Fig. 1: run 1, sequential cells coloured by netlist name
Bar = 20 um.
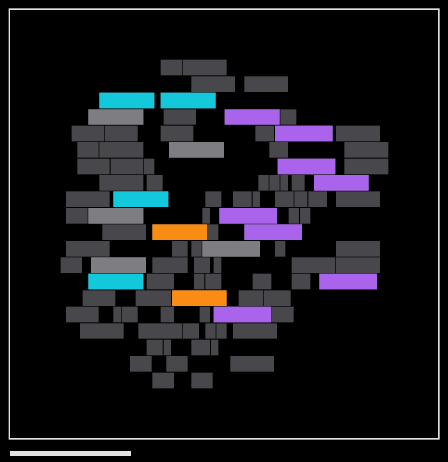
Fig. 2: run 1, cell density map
7 x 7 tiles, from black (low) to pale yellow (high), 0 to 100% covered.
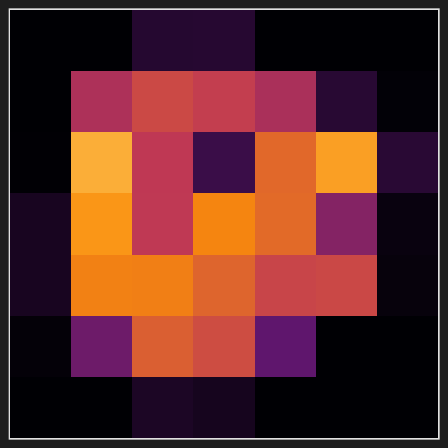
Fig. 3: run 1, metal layers overlaid
Bar = 20 um. Only two layers are drawn.
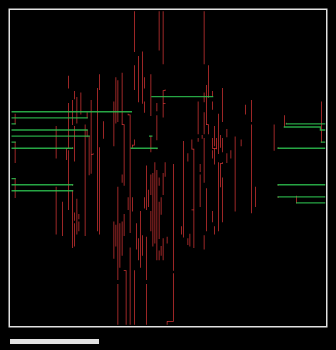
Fig. 4: run 1, cells coloured by class
Bar = 20 um. Fill, decap, tap and diode cells in grey.
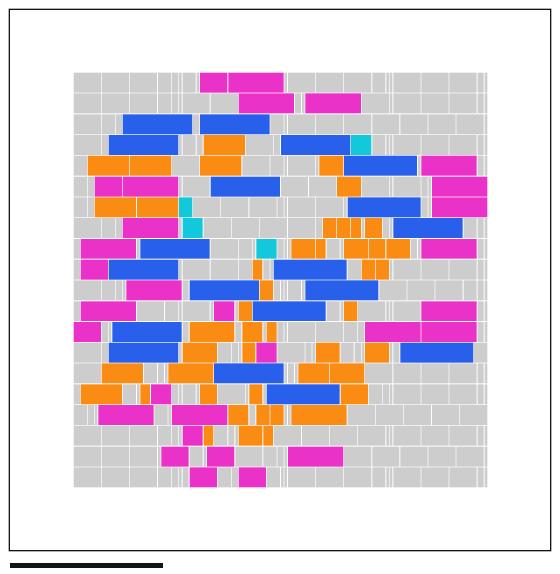
[src/rtl/alu_operand_loader_if.sv]
// Nibble-in / operand-pair-out handshake bundle for alu_operand_loader.
// Optional parity signals exist only when ALU_LOAD_PARITY_EN is defined.
interface alu_operand_loader_if;
    logic [3:0] nib_in;
    logic       nib_valid;
    logic       nib_ready;
    logic [3:0] A;
    logic [3:0] B;
    logic       op_valid;
    logic       op_ready;
    logic [7:0] op_count;
`ifdef ALU_LOAD_PARITY_EN
    logic       nib_par;
    logic       par_err;
`endif

    // Loader side
    modport slave (
        input  nib_in,
        input  nib_valid,
        input  op_ready,
`ifdef ALU_LOAD_PARITY_EN
        input  nib_par,
        output par_err,
`endif
        output nib_ready,
        output A,
        output B,
        output op_valid,
        output op_count
    );

    // Upstream source plus downstream consumer side
    modport master (
        output nib_in,
        output nib_valid,
        output op_ready,
`ifdef ALU_LOAD_PARITY_EN
        output nib_par,
        input  par_err,
`endif
        input  nib_ready,
        input  A,
        input  B,
        input  op_valid,
        input  op_count
    );
endinterface

[src/rtl/alu_operand_loader.sv]
// Collects two nibbles into an {A,B} operand pair and presents it with a valid/ready handshake.
// Optional even-parity checking on incoming nibbles is enabled by defining ALU_LOAD_PARITY_EN.
module alu_operand_loader (
    input  logic                 clk,
    input  logic                 rst,
    input  logic                 flush,
    alu_operand_loader_if.slave  bus
);

    typedef enum logic [1:0] {
        S_A    = 2'd0,
        S_B    = 2'd1,
        S_HOLD = 2'd2
    } state_t;

    state_t     r_state;
    logic [3:0] r_a;
    logic [3:0] r_b;
    logic       r_op_valid;
    logic [7:0] r_op_count;

    logic w_can_accept;
    logic w_xfer;
    logic w_consume;
    logic w_par_bad;

`ifdef ALU_LOAD_PARITY_EN
    logic r_par_err;
    // Even parity: nibble bits plus parity bit must XOR to zero
    assign w_par_bad   = ^{bus.nib_in, bus.nib_par};
    assign bus.par_err = r_par_err;
`else
    assign w_par_bad   = 1'b0;
`endif

    // Accepting in S_HOLD is only safe when the held pair leaves on the same edge
    assign w_can_accept  = !flush && ((r_state != S_HOLD) || bus.op_ready);
    assign w_xfer        = bus.nib_valid && w_can_accept;
    assign w_consume     = r_op_valid && bus.op_ready;
    assign bus.nib_ready = w_can_accept && !rst;

    assign bus.A        = r_a;
    assign bus.B        = r_b;
    assign bus.op_valid = r_op_valid;
    assign bus.op_count = r_op_count;

    always_ff @(posedge clk or posedge rst) begin
        if (rst) begin
            r_state    <= S_A;
            r_a        <= 4'h0;
            r_b        <= 4'h0;
            r_op_valid <= 1'b0;
            r_op_count <= 8'h00;
`ifdef ALU_LOAD_PARITY_EN
            r_par_err  <= 1'b0;
`endif
        end else if (flush) begin
            r_state    <= S_A;
            r_op_valid <= 1'b0;
`ifdef ALU_LOAD_PARITY_EN
            r_par_err  <= 1'b0;
`endif
        end else begin
            if (w_consume) begin
                r_op_count <= r_op_count + 8'd1;
                r_state    <= S_A;
                r_op_valid <= 1'b0;
            end
            if (w_xfer) begin
                if (w_par_bad) begin
                    // Bad nibble drops any half-built pair; A/B keep their values
                    r_state    <= S_A;
                    r_op_valid <= 1'b0;
`ifdef ALU_LOAD_PARITY_EN
                    r_par_err  <= 1'b1;
`endif
                end else begin
                    unique case (r_state)
                        S_A, S_HOLD: begin
                            r_a     <= bus.nib_in;
                            r_state <= S_B;
                        end
                        S_B: begin
                            r_b        <= bus.nib_in;
                            r_state    <= S_HOLD;
                            r_op_valid <= 1'b1;
                        end
                        default: begin
                            r_state    <= S_A;
                            r_op_valid <= 1'b0;
                        end
                    endcase
                end
            end
        end
    end

endmodule
[src/flat_wrapper.sv]
// flat-port wrapper written by rule: the top's interface ports become plain ports
module alu_operand_loader_flat 
  (clk, rst, flush, bus_nib_in, bus_nib_valid, bus_op_ready, bus_nib_ready, bus_A, bus_B, bus_op_valid, bus_op_count);
  alu_operand_loader_if bus_i ();
  input  logic clk;
  input  logic rst;
  input  logic flush;
  input wire logic [$bits(bus_i.nib_in)-1:0] bus_nib_in;
  input wire logic [$bits(bus_i.nib_valid)-1:0] bus_nib_valid;
  input wire logic [$bits(bus_i.op_ready)-1:0] bus_op_ready;
  output wire logic [$bits(bus_i.nib_ready)-1:0] bus_nib_ready;
  output wire logic [$bits(bus_i.A)-1:0] bus_A;
  output wire logic [$bits(bus_i.B)-1:0] bus_B;
  output wire logic [$bits(bus_i.op_valid)-1:0] bus_op_valid;
  output wire logic [$bits(bus_i.op_count)-1:0] bus_op_count;
  assign bus_i.nib_in = bus_nib_in;
  assign bus_i.nib_valid = bus_nib_valid;
  assign bus_i.op_ready = bus_op_ready;
  assign bus_nib_ready = bus_i.nib_ready;
  assign bus_A = bus_i.A;
  assign bus_B = bus_i.B;
  assign bus_op_valid = bus_i.op_valid;
  assign bus_op_count = bus_i.op_count;
  alu_operand_loader u_core (.clk(clk), .rst(rst), .flush(flush), .bus(bus_i));
endmodule
[config.mk]
export PLATFORM = sky130hd
export DESIGN_NAME = alu_operand_loader_flat
export DESIGN_NICKNAME = d
export VERILOG_FILES = /design/src/rtl/alu_operand_loader_if.sv /design/src/rtl/alu_operand_loader.sv /design/src/flat_wrapper.sv
export SDC_FILE = /design/constraint.sdc
export NUM_CORES = 1
export LEC_CHECK = 0
export CAP_MARGIN = 40
export CELL_PAD_IN_SITES_DETAIL_PLACEMENT = 0
export CELL_PAD_IN_SITES_GLOBAL_PLACEMENT = 2
export CORE_MARGIN = 8
export CORE_UTILIZATION = 29
export DETAILED_ROUTE_END_ITERATION = 12
export PLACE_DENSITY = 0.85
export SKIP_LAST_GASP = 1
export SYNTH_ARGS = -nofsm -noshare
export SYNTH_HDL_FRONTEND = slang
export SYNTH_SLANG_ARGS = --single-unit
[constraint.sdc]
create_clock -name clk -period 1.7 [get_ports clk]
set_clock_uncertainty 0.1 [all_clocks]
set_input_delay 0.17 -clock clk [delete_from_list [all_inputs] [get_ports clk]]
set_output_delay 0.17 -clock clk [all_outputs]
set_load 0.1 [all_outputs]
==> README.md, run 1 <==
| Group | Quantity | Reported |
|---|---|---|
| worst setup path | Required time at the endpoint of the critical path | 1430 ps |
| grt | Via count of the first global-routing pass | 728 |
| synthesis | Number of nets at floorplan | 75 |
| final timing | Fin Hold WS | 173 ps |
| cts | Max H-tree Level | 1 |
| power | Switching power share of the total | 46.7% |
| grt | First-pass GRT wire length | 3440 um |
| final timing | Number of slew-limit violations in the final report | 0 |
| cts | Insertion delay at the late pin of the worst-skew pair | 310 ps |
| finish | Data-path buffer share of cell area in the final layout | 33.0% |
| finish | Number of sequential cells | 19 |
| routing | Iteration-0 DRC Markers | 19 |
| cts | CTS clk-pin slew, worst paths | 120 ps |
| worst setup path | Depth of the most critical reg-to-reg path | 3 |
| routing | Via density per instance | 4.83 |
| power | Internal power contribution | 1.01 mW |
| finish | Number of clock buffer instances in the layout | 3 |
| final timing | Post-layout worst setup margin | 54.1 ps |
| synthesis | Netlist Area Pre-Place | 868 um^2 |
| worst hold path | Type of the worst min-delay path | in2async |
| grt | Pin count of the biggest net entering global routing | 20 |
| synthesis | Count of unique library cells instantiated by Yosys | 22 |
| worst setup path | Largest delay contributor family on the critical path | buffers and inverters |
| worst setup path | Arr. time, crit path | 1380 ps |
| power | Leakage power | 0.656 nW |
| cts | Hold Buf Count CTS | 0 |
| synthesis | Chip area line of the yosys report | 868 um^2 |
| worst setup path | CP Launch Point | bus_op_ready |
| grt | Sum of overflow across all layers after global routing | 0 |
| power | Cell Pwr Density | 1330 mW/mm^2 |
| finish | Growth of design area from synthesis to finish | 64.4% |
| run | Max-Cap Viols | 0 |
| floorplanning | Horizontal extent of the die | 70.7 um |
| worst setup path | Kind of capture point of the worst setup path | primary output |
| run status | Status | completed |
| worst setup path | Critical path buffer and inverter count | 2 |
| worst setup path | Termination of the worst setup path | bus_nib_ready |
| worst setup path | Type of the worst setup path | in2out |
| finish | Fraction of layout cells with a size suffix above 1 | 48.5% |
| floorplanning | Boundary Pins | 27 |
| final timing | Slew margin rel. | 84.0% |
## Picture notes: Fig. 1
orange -> `u_core.r_state`  # placed flops 2
cyan -> `u_core.bus.A`  # placed flops 4
purple -> `u_core.bus.op_count`  # placed flops 8
not coloured = 5
flop share of the area: 33.9%
area used by sequential logic in the layout: 484 um^2
fraction of the core area covered by cells at the end of the flow: 48.3%
Flop+latch power: 0.634 mW

## Picture notes: Fig. 2
fullest tile = 83%
densest ninth of the die = centre
tiles over 75% full = 6.1%
mean over tiles = 28%
nearly empty tiles = 35%
starting utilization of the core area: 29.4%
floorplan core area: 0.00295 mm^2

## Picture notes: Fig. 3
red -> M2  # wire length 993 um
green -> M3  # wire length 196 um
Wirelength per Cell: 14.6 um
GRT Resource Usage Total: 8.61%
total detailed-routing wirelength: 1930 um
DR vias: 638

## Picture notes: Fig. 4
blue -> registers  # cells 19
cyan -> clock drivers and dummy loads  # cells 4
magenta -> remaining buffers and delay cells  # cells 30
orange -> remaining logic cells  # cells 46
total non-filler cell area in the finished layout: 0.00143 mm^2
floorplan row count: 20

## run 1: logic make-up (layout without fill, tap and decap cells)
| group | after synthesis | in the layout | synth area share [%] |
|---|---|---|---|
| multiplexers | 9 | 9 | 15.1 |
| adder cells (fa/ha/maj) | 1 | 1 | 1.44 |
| AND-OR/OR-AND | 6 | 6 | 3.46 |
| flip-flops | 19 | 19 | 54.8 |
| buffers and inverters | 1 | 35 | 0.432 |
| XOR/XNOR | 7 | 7 | 7.06 |
| AND/OR/NAND/NOR | 22 | 22 | 17.7 |
## run 1: registers in the layout, summed over array words and instances, names as in the netlist
name and flops:
u_core.r_state 2, u_core.bus.B 4, u_core.bus.A 4, u_core.bus.op_valid 1, u_core.bus.op_count 8
## run 1: per-layer routing
layer	share of wire, %	wire, um	track usage (%)	vias up
li1	-	-	-	295
met4	0.88	17	2.08	0
met1	38	725	8.50	320
met5	0	0	0	-
met3	10	195	5.37	4
met2	51	993	14.8	19
## run 1: cell usage after synthesis
| library cell | number |
|---|---|
| a21oi_1 | 5 |
| and3_1 | 1 |
| and4b_1 | 1 |
| and4bb_4 | 1 |
| dfrtp_1 | 19 |
| ha_1 | 1 |
| inv_1 | 1 |
| mux2_2 | 1 |
| mux2_4 | 8 |
| nand2_1 | 3 |
| nand2_2 | 1 |
| nand2b_2 | 1 |
| nand3_1 | 3 |
| nand3b_1 | 2 |
| nand3b_4 | 1 |
| nand4_1 | 1 |
| nor2_1 | 3 |
| nor3_1 | 3 |
| nor3b_2 | 1 |
| o21ai_0 | 1 |
| xnor2_1 | 3 |
| xor2_1 | 4 |
## run 1: per-stage QoR
| step | cells | area [um^2] |
|---|---|---|
| floorplan | 65 | 888 |
| global placement | 128 | 1400 |
| detailed placement | 128 | 1400 |
| CTS | 132 | 1430 |
| global route | 132 | 1430 |
| finish | 132 | 1430 |
Fig. 5: run 1, routing congestion
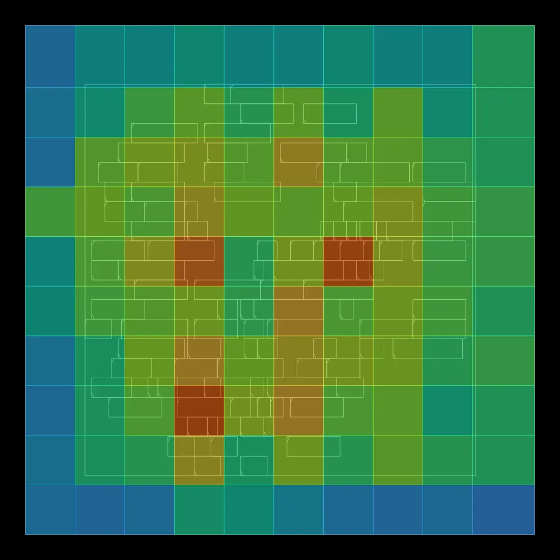

==> run 1 -> run 2 <==
Settings changed: GPL_TIMING_DRIVEN set to 0.
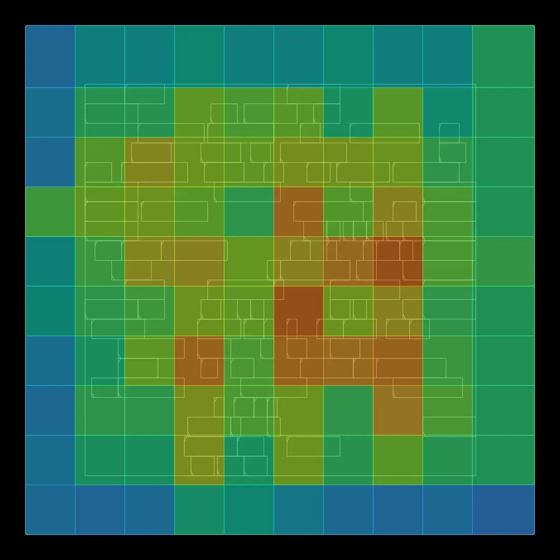
Fig. 6. Routing congestion (run 2).
GRT Resource Usage Total: 9.05%
Wirelength per Cell: 14.4 um
most crowded layer after global routing: met2
fraction of the core area covered by cells at the end of the flow: 50.5%
met3 GRT Util: 3.95%

==> run 2 against run 1 <==
Compared with the run above:
- wire length is 4.1% higher
- hold slack better by 96 ps
- total power is 2.0% higher
- global-route usage is 0.44 points higher
- sequential share of layout area is 1.5 points lower
- critical path depth is 3 lower
- clock power is 2% lower
- non-clock buffer count is 8 higher
- design area is 4.5% higher
- via count is 2.4% higher
- count of clock-buffer cells in the layout is 1 higher
- fmax is 1.1% lower
- largest cell class is now non-clock buffers
- highest routed layer unchanged
==> README.md, run 2 <==
| Group | Quantity | Reported | Delta |
|---|---|---|---|
| synthesis | Count of unique library cells instantiated by Yosys | 22 | unchanged |
| synthesis | Primary FF master, synth | dfrtp_1 | unchanged |
| synthesis | Count of library flops with an enable pin | 0 | unchanged |
| placed design | Number of cells in the design after placement | 142 | was 128 |
| final timing | Slew margin rel. | 51.3% | was 84.0% |
| cts | Hold Buf Count CTS | 0 | unchanged |
| grt | First-pass GRT wire length | 3720 um | was 3440 um |
| finish | Growth of design area from synthesis to finish | 71.8% | was 64.4% |
| finish | Total non-filler cell area in the finished layout | 0.00149 mm^2 | was 0.00143 mm^2 |
| grt | Via count of the first global-routing pass | 823 | was 728 |
| finish | Area used by sequential logic in the layout | 484 um^2 | unchanged |
| routing | Total detailed-routing wirelength | 2010 um | was 1930 um |
| finish | Tally of non-filler cells in the final layout | 140 | was 132 |
| worst setup path | Largest delay contributor family on the critical path | buffers and inverters | unchanged |
| floorplanning | Starting utilization of the core area | 29.4% | unchanged |
| synthesis | Most repeated cell in the gate-level netlist after synthesis | dfrtp_1 | unchanged |
| synthesis | Number of nets at floorplan | 75 | unchanged |
| floorplanning | Boundary Pins | 27 | unchanged |
| routing | Iteration-0 DRC Markers | 28 | was 19 |
| worst setup path | Arr. time, crit path | 1390 ps | was 1380 ps |
| routing | DR vias | 653 | was 638 |
| cts | Insertion delay at the late pin of the worst-skew pair | 300 ps | was 310 ps |
| worst setup path | Depth of the most critical reg-to-reg path | 5 | was 3 |
| final timing | Post-layout worst setup margin | 35.3 ps | was 54.1 ps |
| grt | Pin count of the biggest net entering global routing | 20 | unchanged |
| worst setup path | Type of the worst setup path | reg2out | was in2out |
| finish | Fraction of layout cells with a size suffix above 1 | 48.6% | was 48.5% |
| run status | Status | completed | unchanged |
| final timing | Fin Hold WS | 270 ps | was 173 ps |
| cts | CTS clk-pin slew, worst paths | 110 ps | was 120 ps |
| synthesis | Netlist Area Pre-Place | 868 um^2 | unchanged |
| cts | Max H-tree Level | 1 | unchanged |
| grt | Sum of overflow across all layers after global routing | 0 | unchanged |
| final timing | Number of slew-limit violations in the final report | 0 | unchanged |
| floorplanning | Horizontal extent of the die | 70.7 um | unchanged |
| worst setup path | Critical path buffer and inverter count | 2 | unchanged |
run 2: how the worst max path moves through the flow:
| stage | from | cells past startpoint | end | slack [ps] |
|---|---|---|---|---|
| finish | u_core.bus.B[0]$_DFFE_PP0P_ | 2 | bus_B[0] | 40 |
| global route | u_core.bus.B[0]$_DFFE_PP0P_ | 2 | bus_B[0] | -20 |
| CTS | u_core.bus.A[2]$_DFFE_PP0P_ | 2 | bus_A[2] | 10 |
| detailed placement | bus_op_ready | 6 | bus_nib_ready | -440 |
| global placement | bus_op_ready | 5 | bus_nib_ready | -860 |
| floorplan | u_core.bus.op_count[0]$_DFFE_PP0P_ | 4 | u_core.bus.op_count[6]$_DFFE_PP0P_ | 50 |
run 2: what timing repair did:
| item | CTS | global route |
|---|---|---|
| setup buffers | 6 | 3 |
| cloned | 0 | 0 |
| setup endpoints to repair | 9 | 14 |
| resized | 10 | 10 |
run 2: cell type report:
class                           instances  area share, %
Tap cell                               33           2.77
Sequential cell                        19           32.5
Clock buffer                            4           1.76
Timing Repair Buffer                   38           35.9
Multi-Input combinational cell         45           26.8
Inverter                                1          0.252
run 2: cell families after synthesis:
kind of cell	share of synthesized area, %
compound gates	3.46
xor+xnor	7.06
fa+ha+maj	1.44
buf+inv	0.432
flops	54.8
mux	15.1
simple gates	17.7
run 2: routing by layer:
layer	share of wire (%)	GRT usage (%)	routed length, um
met5	0	0	0
met4	0.90	3.46	18
met3	7.6	3.95	152
met2	48	15.0	965
met1	43	9.91	874
run 2: where the power goes:
part | total (mW) | leakage (nW) | switching, mW | internal, mW
clock network | 0.230 | 0.0150 | 0.138 | 0.0913
registers | 0.621 | 0.234 | 0.0899 | 0.531
logic | 1.09 | 0.446 | 0.659 | 0.431
total | 1.94 | 0.695 | 0.888 | 1.05
Fig. 7: run 2, sequential cells coloured by netlist name
Bar = 20 um.
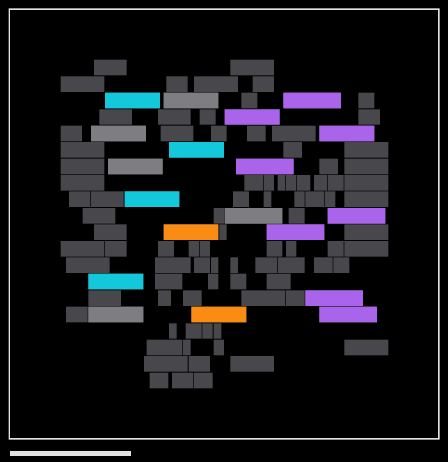

==> run 2 -> run 3 <==
Settings changed: PLACE_DENSITY 0.85 to not set, PLACE_DENSITY_LB_ADDON set to 0.1.
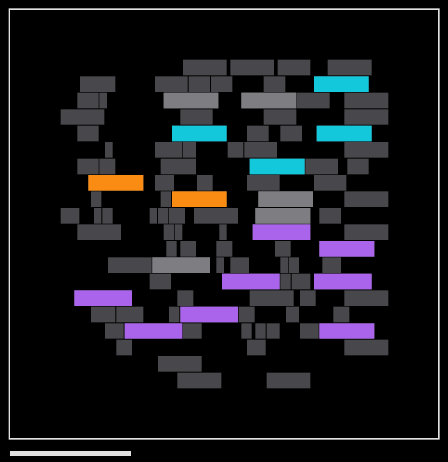
Fig. 8. Sequential cells coloured by netlist name (run 3).
Bar = 20 um.
purple -> `u_core.bus.op_count`  # placed flops 8
cyan -> `u_core.bus.A`  # placed flops 4
orange -> `u_core.r_state`  # placed flops 2
not coloured = 5
fraction of the core area covered by cells at the end of the flow: 49.9%
flop share of the area: 32.9%
Flop+latch power: 0.609 mW

==> run 3 against run 2 <==
Compared with the run above:
- total power fell by 0.26%
- highest routed layer unchanged
- combinational power barely moved
- setup slack improved by 3.3 ps
- critical path type unchanged
- area after synthesis did not move
- critical endpoint is now bus_A[0]
- critical path depth did not move
- cell count fell by 1.4%
- utilization fell by 0.64 points
==> README.md, run 3 <==
| Group | Quantity | Reported | Delta |
|---|---|---|---|
| cts | CTS clk-pin slew, worst paths | 100 ps | was 110 ps |
| power | Cell Pwr Density | 1310 mW/mm^2 | was 1300 mW/mm^2 |
| worst setup path | Required time at the endpoint of the critical path | 1430 ps | about the same |
| final timing | Fin Hold WS | 288 ps | was 270 ps |
| finish | Fraction of layout cells with a size suffix above 1 | 47.6% | was 48.6% |
| placed design | Number of cells in the design after placement | 142 | unchanged |
| synthesis | Primary FF master, synth | dfrtp_1 | unchanged |
| floorplanning | Floorplan core area | 0.00295 mm^2 | unchanged |
| synthesis | Number of nets at floorplan | 75 | unchanged |
| floorplanning | Boundary Pins | 27 | unchanged |
| final timing | Number of slew-limit violations in the final report | 0 | unchanged |
| synthesis | Multiplexer share | 15.1% | unchanged |
| routing | Iteration-0 DRC Markers | 12 | was 28 |
| grt | Most crowded layer after global routing | met2 | unchanged |
| grt | Sum of overflow across all layers after global routing | 0 | unchanged |
| run status | Status | completed | unchanged |
| floorplanning | Floorplan row count | 20 | unchanged |
| floorplanning | Horizontal extent of the die | 70.7 um | unchanged |
| finish | Total non-filler cell area in the finished layout | 0.00147 mm^2 | was 0.00149 mm^2 |
| routing | Wirelength per Cell | 14.5 um | was 14.4 um |
| synthesis | Async set-reset flop share out of synthesis | 100% | unchanged |
| synthesis | Largest logic family | simple AND/OR/NAND/NOR gates | unchanged |
| synthesis | Most repeated cell in the gate-level netlist after synthesis | dfrtp_1 | unchanged |
| synthesis | Count of library flops with an enable pin | 0 | unchanged |
| floorplanning | Starting utilization of the core area | 29.4% | unchanged |
| grt | Pin count of the biggest net entering global routing | 20 | unchanged |
| finish | Number of flip-flops under the largest register name | 8 | unchanged |
| worst setup path | Type of the worst setup path | reg2out | unchanged |
| finish | Growth of design area from synthesis to finish | 69.6% | was 71.8% |
| synthesis | Xor and xnor area share after synthesis | 7.06% | unchanged |
| routing | Via density per instance | 4.75 | was 4.66 |
| routing | DR vias | 656 | was 653 |
| grt | GRT Resource Usage Total | 8.91% | was 9.05% |
| grt | First-pass GRT wire length | 3560 um | was 3720 um |
| synthesis | Ranking of synthesized cells by instance count | dfrtp_1, mux2_4, a21oi_1 | unchanged |
| worst setup path | Arr. time, crit path | 1390 ps | about the same |
| cts | Hold Buf Count CTS | 0 | unchanged |
| synthesis | Post-synthesis compound-gate area fraction | 3.46% | unchanged |
==> run 3: cell counts after synthesis <==
No cell type changed its count.
==> run 3: cells by family after synthesis <==
kind of cell	after synthesis
multiplexers	9
buffers and inverters	1
XOR/XNOR	7
adder cells (fa/ha/maj)	1
flip-flops	19
AND/OR/NAND/NOR	22
AND-OR/OR-AND	6
==> run 3: cell type report <==
class / instances / area, um^2
fill: 275 / 1480
timing repair buffer: 36 / 517
sequential: 19 / 484
multi-input combinational: 45 / 400
tap: 33 / 41.3
clock buffer: 4 / 26.3
inverter: 1 / 3.75
==> run 3: power breakdown <==
group | total [mW] | internal [mW] | switching (mW)
Sequential | 0.609 | 0.531 | 0.0788
Combinational | 1.10 | 0.438 | 0.666
Clock | 0.223 | 0.0911 | 0.132
Total | 1.94 | 1.06 | 0.876
==> run 3: timing repair <==
item / in CTS / in global routing
endpoints found under the setup margin: 8 / 16
buffers inserted: 6 / 1
gates resized: 8 / 10
==> run 3: final timing paths <==
check / end / depth (start not counted) / startpoint
worst max-delay path: bus_A[0] / 2 / u_core.bus.A[0]$_DFFE_PP0P_
worst min-delay path: u_core.r_state[0]$_DFFE_PP0P_ / 2 / rst
worst max register to register: u_core.bus.op_count[4]$_DFFE_PP0P_ / 5 / u_core.bus.op_count[0]$_DFFE_PP0P_
worst min register to register: u_core.bus.B[2]$_DFFE_PP0P_ / 1 / u_core.bus.B[2]$_DFFE_PP0P_
max in group asynchronous: u_core.bus.op_count[1]$_DFFE_PP0P_ / 2 / rst
min in group clk: u_core.bus.op_count[0]$_DFFE_PP0P_ / 3 / bus_op_ready
==> run 3: routing by layer <==
layer	wire, um	part of all wire, %
met5	0	0
met4	13	0.65
met3	119	6.0
met2	981	49
met1	881	44
Power and IR drop assume default switching activity.
